<file path="src/rtl/fpm_sched_pkg.sv">
// ============================================================================
//  Module   : fpm_sched_pkg
//  Purpose  : Shared constants and helpers for the half-precision multiplier
//             issue scheduler: IEEE half field layout, exception-flag bit
//             positions and the exception decode used at result capture.
//  Ports    : none (package)
//  Revision : 1.0  initial release
// ============================================================================
`default_nettype none

package fpm_sched_pkg;

    localparam int HALF_W   = 16;
    localparam int EXP_W    = 5;
    localparam int MAN_W    = 10;

    // Exception flags are ordered {NaN, Inf, Zero}
    localparam int EXC_W    = 3;
    localparam int EXC_NAN  = 2;
    localparam int EXC_INF  = 1;
    localparam int EXC_ZERO = 0;

    typedef struct packed {
        logic             sign;
        logic [EXP_W-1:0] exp;
        logic [MAN_W-1:0] man;
    } fpm_half_t;

    function automatic logic [EXC_W-1:0] fpm_exc_decode(input logic [HALF_W-1:0] v);
        fpm_half_t        h;
        logic [EXC_W-1:0] f;
        h           = v;
        f           = '0;
        f[EXC_NAN]  = (&h.exp) && (h.man != '0);
        f[EXC_INF]  = (&h.exp) && (h.man == '0);
        f[EXC_ZERO] = ({h.exp, h.man} == '0);
        return f;
    endfunction

endpackage

`default_nettype wire

</file>
<file path="src/rtl/fpm_result_fifo.sv">
// ============================================================================
//  Module   : fpm_result_fifo
//  Purpose  : Synchronous first-word-fall-through FIFO with occupancy count
//             and a synchronous clear.
//  Ports    : clk, rst_n (async active-low)
//             clr_i            discard all entries at next edge
//             push_i/wdata_i   write one entry
//             pop_i            consume head (ignored when empty)
//             valid_o/rdata_o  head entry, visible without a read strobe
//             count_o          number of stored entries
//  Revision : 1.0  initial release
// ============================================================================
`default_nettype none

module fpm_result_fifo #(
    parameter int DEPTH = 4,
    parameter int WIDTH = 22,
    parameter int CNT_W = $clog2(DEPTH + 1)
) (
    input  logic             clk,
    input  logic             rst_n,
    input  logic             clr_i,
    input  logic             push_i,
    input  logic [WIDTH-1:0] wdata_i,
    input  logic             pop_i,
    output logic             valid_o,
    output logic [WIDTH-1:0] rdata_o,
    output logic [CNT_W-1:0] count_o
);

    localparam int PTR_W = (DEPTH > 1) ? $clog2(DEPTH) : 1;

    logic [WIDTH-1:0] mem_q [DEPTH];
    logic [PTR_W-1:0] wr_ptr_q;
    logic [PTR_W-1:0] rd_ptr_q;
    logic [CNT_W-1:0] cnt_q;
    logic             do_push;
    logic             do_pop;

    function automatic logic [PTR_W-1:0] ptr_inc(input logic [PTR_W-1:0] p);
        return (p == PTR_W'(DEPTH - 1)) ? '0 : p + 1'b1;
    endfunction

    assign do_push = push_i && (cnt_q != CNT_W'(DEPTH));
    assign do_pop  = pop_i && (cnt_q != '0);

    always_ff @(posedge clk or negedge rst_n) begin
        if (!rst_n) begin
            for (int i = 0; i < DEPTH; i++) mem_q[i] <= '0;
            wr_ptr_q <= '0;
            rd_ptr_q <= '0;
            cnt_q    <= '0;
        end else if (clr_i) begin
            wr_ptr_q <= '0;
            rd_ptr_q <= '0;
            cnt_q    <= '0;
        end else begin
            if (do_push) begin
                mem_q[wr_ptr_q] <= wdata_i;
                wr_ptr_q        <= ptr_inc(wr_ptr_q);
            end
            if (do_pop) rd_ptr_q <= ptr_inc(rd_ptr_q);
            cnt_q <= cnt_q + CNT_W'(do_push) - CNT_W'(do_pop);
        end
    end

    assign valid_o = (cnt_q != '0);
    assign rdata_o = mem_q[rd_ptr_q];
    assign count_o = cnt_q;

endmodule

`default_nettype wire

</file>
<file path="src/rtl/fpm_issue_arbiter.sv">
// ============================================================================
//  Module   : fpm_issue_arbiter
//  Purpose  : Round-robin issue of NUM_REQ requesters onto one fixed-latency
//             half-precision multiplier, tag/source tracking through the
//             multiplier pipe, credit-protected FWFT result FIFO.
//  Ports    : clk, rst_n (async active-low), flush
//             req_valid/req_a/req_b/req_tag in, req_ready out (one-hot grant)
//             mul_a/mul_b out (registered operands), mul_p in (product)
//             res_valid/res_ready/res_data/res_tag/res_src result bus
//             res_exc {NaN,Inf,Zero} when FPM_EXC_FLAGS_EN is defined
//             busy  any op in flight or queued
//  Config   : `define FPM_EXC_FLAGS_EN adds res_exc and per-entry flags
//  Revision : 1.0  initial release
// ============================================================================
`default_nettype none

module fpm_issue_arbiter
    import fpm_sched_pkg::*;
#(
    parameter int NUM_REQ   = 4,
    parameter int TAG_W     = 4,
    parameter int MUL_LAT   = 3,
    parameter int OUT_DEPTH = 4,
    parameter int SRC_W     = (NUM_REQ > 1) ? $clog2(NUM_REQ) : 1
) (
    input  logic                     clk,
    input  logic                     rst_n,
    input  logic                     flush,
    input  logic [NUM_REQ-1:0]       req_valid,
    input  logic [NUM_REQ*16-1:0]    req_a,
    input  logic [NUM_REQ*16-1:0]    req_b,
    input  logic [NUM_REQ*TAG_W-1:0] req_tag,
    output logic [NUM_REQ-1:0]       req_ready,
    output logic [15:0]              mul_a,
    output logic [15:0]              mul_b,
    input  logic [15:0]              mul_p,
    output logic                     res_valid,
    input  logic                     res_ready,
    output logic [15:0]              res_data,
    output logic [TAG_W-1:0]         res_tag,
    output logic [SRC_W-1:0]         res_src,
`ifdef FPM_EXC_FLAGS_EN
    output logic [2:0]               res_exc,
`endif
    output logic                     busy
);

    localparam int CNT_W = $clog2(OUT_DEPTH + 1);
    // Stage 0 runs alongside mul_a/mul_b; the tail lines up with mul_p.
    localparam int TRK_N = MUL_LAT + 1;
`ifdef FPM_EXC_FLAGS_EN
    localparam int ENT_W = HALF_W + TAG_W + SRC_W + EXC_W;
`else
    localparam int ENT_W = HALF_W + TAG_W + SRC_W;
`endif

    logic [SRC_W-1:0] ptr_q, ptr_d;
    logic [15:0]      mul_a_q, mul_b_q;
    logic [TRK_N-1:0] trk_vld_q;
    logic [TAG_W-1:0] trk_tag_q [TRK_N];
    logic [SRC_W-1:0] trk_src_q [TRK_N];
    logic [CNT_W-1:0] inflight_q, inflight_d;
    logic [CNT_W-1:0] fifo_cnt;
    logic [CNT_W:0]   outstanding;
    logic             grant_en;
    logic             found;
    logic [SRC_W-1:0] gnt_idx;
    logic [SRC_W-1:0] scan_idx;
    logic             accept;
    logic             capture;
    logic             pop;
    logic [15:0]      sel_a, sel_b;
    logic [TAG_W-1:0] sel_tag;
    logic [ENT_W-1:0] fifo_wdata;
    logic [ENT_W-1:0] fifo_rdata;

    // A pop in the current cycle frees its slot before the op just issued can
    // reach the FIFO (MUL_LAT+1 edges later), so it may be spent immediately.
    assign pop         = res_valid & res_ready;
    assign outstanding = {1'b0, inflight_q} + {1'b0, fifo_cnt} - (CNT_W + 1)'(pop);
    assign grant_en    = rst_n & ~flush & (outstanding < (CNT_W + 1)'(OUT_DEPTH));

    // Round-robin scan starting one past the last granted requester
    always_comb begin
        found    = 1'b0;
        gnt_idx  = ptr_q;
        scan_idx = ptr_q;
        for (int k = 1; k <= NUM_REQ; k++) begin
            scan_idx = SRC_W'((int'(ptr_q) + k) % NUM_REQ);
            if (!found && req_valid[scan_idx]) begin
                found   = 1'b1;
                gnt_idx = scan_idx;
            end
        end
        req_ready = (found && grant_en) ? (NUM_REQ'(1) << gnt_idx) : '0;
    end

    assign accept  = |(req_valid & req_ready);
    assign sel_a   = req_a[16*gnt_idx +: 16];
    assign sel_b   = req_b[16*gnt_idx +: 16];
    assign sel_tag = req_tag[TAG_W*gnt_idx +: TAG_W];
    assign ptr_d   = accept ? gnt_idx : ptr_q;

    always_ff @(posedge clk or negedge rst_n) begin
        if (!rst_n) begin
            ptr_q   <= SRC_W'(NUM_REQ - 1);
            mul_a_q <= '0;
            mul_b_q <= '0;
        end else begin
            ptr_q <= ptr_d;
            if (accept) begin
                mul_a_q <= sel_a;
                mul_b_q <= sel_b;
            end
        end
    end

    // Tag/source tracking; only the valid bits matter for flush
    always_ff @(posedge clk or negedge rst_n) begin
        if (!rst_n) begin
            trk_vld_q <= '0;
            for (int i = 0; i < TRK_N; i++) begin
                trk_tag_q[i] <= '0;
                trk_src_q[i] <= '0;
            end
        end else begin
            trk_vld_q    <= flush ? '0 : {trk_vld_q[TRK_N-2:0], accept};
            trk_tag_q[0] <= sel_tag;
            trk_src_q[0] <= gnt_idx;
            for (int i = 1; i < TRK_N; i++) begin
                trk_tag_q[i] <= trk_tag_q[i-1];
                trk_src_q[i] <= trk_src_q[i-1];
            end
        end
    end

    assign capture    = trk_vld_q[TRK_N-1];
    assign inflight_d = flush ? '0 : inflight_q + CNT_W'(accept) - CNT_W'(capture);

    always_ff @(posedge clk or negedge rst_n) begin
        if (!rst_n) inflight_q <= '0;
        else        inflight_q <= inflight_d;
    end

`ifdef FPM_EXC_FLAGS_EN
    assign fifo_wdata = {mul_p, trk_tag_q[TRK_N-1], trk_src_q[TRK_N-1], fpm_exc_decode(mul_p)};
`else
    assign fifo_wdata = {mul_p, trk_tag_q[TRK_N-1], trk_src_q[TRK_N-1]};
`endif

    fpm_result_fifo #(
        .DEPTH (OUT_DEPTH),
        .WIDTH (ENT_W),
        .CNT_W (CNT_W)
    ) u_fifo (
        .clk     (clk),
        .rst_n   (rst_n),
        .clr_i   (flush),
        .push_i  (capture),
        .wdata_i (fifo_wdata),
        .pop_i   (pop),
        .valid_o (res_valid),
        .rdata_o (fifo_rdata),
        .count_o (fifo_cnt)
    );

`ifdef FPM_EXC_FLAGS_EN
    assign {res_data, res_tag, res_src, res_exc} = fifo_rdata;
`else
    assign {res_data, res_tag, res_src} = fifo_rdata;
`endif

    assign mul_a = mul_a_q;
    assign mul_b = mul_b_q;
    assign busy  = (inflight_q != '0) | (fifo_cnt != '0);

endmodule

`default_nettype wire

</file>
<file path="config.mk">
export PLATFORM = sky130hd
export DESIGN_NAME = fpm_issue_arbiter
export DESIGN_NICKNAME = d
export VERILOG_FILES = /design/src/rtl/fpm_sched_pkg.sv /design/src/rtl/fpm_result_fifo.sv /design/src/rtl/fpm_issue_arbiter.sv
export SDC_FILE = /design/constraint.sdc
export NUM_CORES = 1
export LEC_CHECK = 0
export ABC_AREA = 0
export CAP_MARGIN = 20
export CORE_UTILIZATION = 44
export CTS_CLUSTER_DIAMETER = 30
export CTS_CLUSTER_SIZE = 24
export DETAILED_ROUTE_END_ITERATION = 8
export GPL_ROUTABILITY_DRIVEN = 0
export PLACE_DENSITY = 0.78
export SLEW_MARGIN = 25
export SYNTH_ARGS = -nofsm -noshare
export SYNTH_HDL_FRONTEND = slang
export SYNTH_SLANG_ARGS = --single-unit
</file>
<file path="constraint.sdc">
create_clock -name clk -period 3.3 [get_ports clk]
set_input_delay 0.66 -clock clk [delete_from_list [all_inputs] [get_ports clk]]
set_output_delay 0.66 -clock clk [all_outputs]
set_load 0.01 [all_outputs]
</file>
port_nets.png
Scale: 3 px per um.
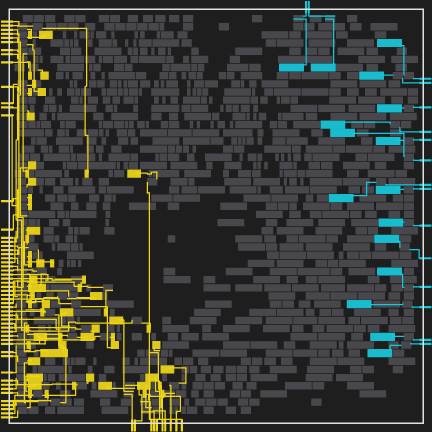
req_a -> yellow  # direction input, edge 54 left, 10 bottom, end cells 64, wire 1550 um
res_data -> cyan  # direction output, edge 14 right, 2 top, end cells 16, wire 224 um
port buffer count: 227
IO Count: 228

registers.png
Scale: 2 px per um.
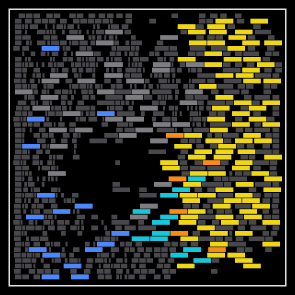
trk_tag_q -> cyan  # flops 12, where bottom centre
mul_a -> blue  # flops 16
u_fifo.mem_q -> yellow  # flops 88
fifo_wdata -> orange  # flops 6
not coloured = 38
sequential cell power: 2.72 mW
area taken by flip-flops and latches: 4010 um^2
final core utilization: 63.5%

final_clocks.png
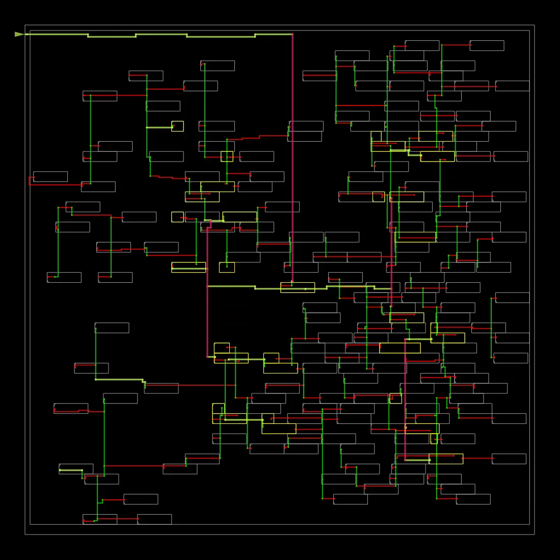
sequential cell count: 160
clock group power: 2.00 mW
insertion delay of the later-clocked pin in the worst-skew pair: 420 ps
# clk buffers: 17

==> ds_physical_params.txt <==
Physical design parameters

Parameter                              Value

Global route
  Overflow after GRT    0
  Met2 usage    about two fifths

Clocking
  Clock Sinks    between 150 and 200

Power
  Part of the total power dissipated in the clock network    about a quarter
  Pleak    just over 5 nW
  Switching Power    between 2 and 3 mW

Timing
  Final setup fails    5
  Min setup slack post-route    -122 ps

Logic synthesis
  Net count entering floorplan    875
  Top cells by area, synth    dfrtp_1 (49%), mux2_2 (12%), mux4_2 (6.1%), nand2_1 (5.0%), nor3_1 (4.2%)
  Largest family of logic cells by area    multiplexers
  Synthesized instance count    approximately 700
  Post-synthesis sequential element count    around 160
  Cell accounting for the most synthesized area    dfrtp_1
  Portion of the post-synthesis area used by sequential elements    just under 50%
  Post-synth EDFFs    0

Status
  Result of the run    finished with violations
  Violations in the final reports    negative setup slack

Worst setup path
  Critical Path End Type    output pin
  Startpoint kind of the worst setup timing path    flip-flop
  Worst r2r dst    inflight_q[2]

Floorplan
  Site Rows    49
  Die Span Y    about 140 um

Routing
  Post-Route M1 WL    8240 um
  Total number of vias    about 6.3k
cell usage after synthesis (6+ instances only):
| cell type | number |
|---|---|
| nor2_1 | 8 |
| nand2_1 | 107 |
| buf_1 | 8 |
| ha_1 | 11 |
| a211oi_1 | 37 |
| inv_1 | 16 |
| dfrtp_1 | 158 |
| clkbuf_1 | 23 |
| nor2b_1 | 6 |
| mux4_2 | 22 |
| xnor2_1 | 7 |
| mux2_2 | 88 |
| a211oi_2 | 27 |
| nor3_1 | 68 |
| o31ai_1 | 32 |
| buf_2 | 23 |
| mux2i_1 | 13 |
power by group through the flow:
stage	logic [mW]	clock network, mW	registers, mW
CTS	3.54	2.04	2.72
global placement	3.40	0	2.73
finish	3.54	2.00	2.72
detailed placement	3.45	0	2.75
floorplan	1.98	0	2.76
global route	3.86	2.13	2.78
cells in the final DEF (no fill, tap or decap), types with 3 or more instances in the layout:
cell type,Yosys,routed
buf_4,1,29
ha_1,11,8
o21ai_1,4,3
mux2i_1,13,13
nor3_2,1,3
clkbuf_16,0,17
buf_2,23,4
nand2_1,107,107
inv_6,0,4
mux4_2,22,22
nand2b_1,4,4
mux2_2,88,88
xnor2_1,7,5
a211oi_2,27,27
nor3_1,68,64
o31ai_1,32,32
inv_8,0,3
clkinv_4,0,3
clkdlybuf4s50_1,0,222
dfrtp_1,158,158
buf_12,0,5
nor2_1,8,8
a211oi_1,37,37
inv_1,16,14
nor2b_1,6,6
flip-flops by register name, summed over array words and instances, names as in the netlist, 3 cells and up:
signal / flops
trk_vld_q: 4
mul_a: 16
trk_tag_q: 12
trk_src_q: 6
fifo_wdata: 6
mul_b: 16
inflight_q: 3
u_fifo.mem_q: 88
u_fifo.count_o: 3
worst min-delay path by stage:
stage	start	endpoint	slack (ps)	depth (start not counted)
after floorplan	trk_src_q[2]	fifo_wdata[0]	330	0
after global placement	trk_src_q[4]	trk_src_q[2]	330	0
after detailed placement	trk_tag_q[7]	fifo_wdata[5]	330	0
after CTS	rst_n	u_fifo.count_o[2]	10	1
after global routing	rst_n	u_fifo.count_o[2]	9	1
final	rst_n	u_fifo.count_o[2]	30	1
critical path: cells and delay by family, from the launching register on:
family / cells / cell delay (ps)
AND-OR/OR-AND: 2 / 380
adder cells (fa/ha/maj): 2 / 330
buffers and inverters: 3 / 370
flip-flops: 1 / 380
AND/OR/NAND/NOR: 4 / 880
per-stage QoR:
step	cell area, um^2	setup slack (ps)	setup TNS, ps
5_1_grt	11400	-236	-1160
6_report	11400	-122	-487
4_1_cts	11400	-117	-419
2_1_floorplan	8120	-31.6	-151
3_3_place_gp	10700	-583	-3250
3_5_place_dp	10700	-682	-3770
final cells by class:
| type | instances | area share [%] |
|---|---|---|
| Tap cell | 229 | 2.51 |
| Clock buffer | 17 | 3.73 |
| Antenna cell | 1 | 0.0219 |
| Sequential cell | 160 | 35.1 |
| Inverter | 17 | 0.581 |
| Timing Repair Buffer | 262 | 22.6 |
| Multi-Input combinational cell | 458 | 33.9 |
| Clock inverter | 15 | 1.51 |
repair_timing:
action / in CTS / in global routing
pin swaps: 4 / 4
resized: 28 / 1
hold buffers: 0 / 0
setup endpoints to repair: 6 / 5
buffers inserted: 1 / 2
No activity file was given, so power comes from the tool's default toggle rates.
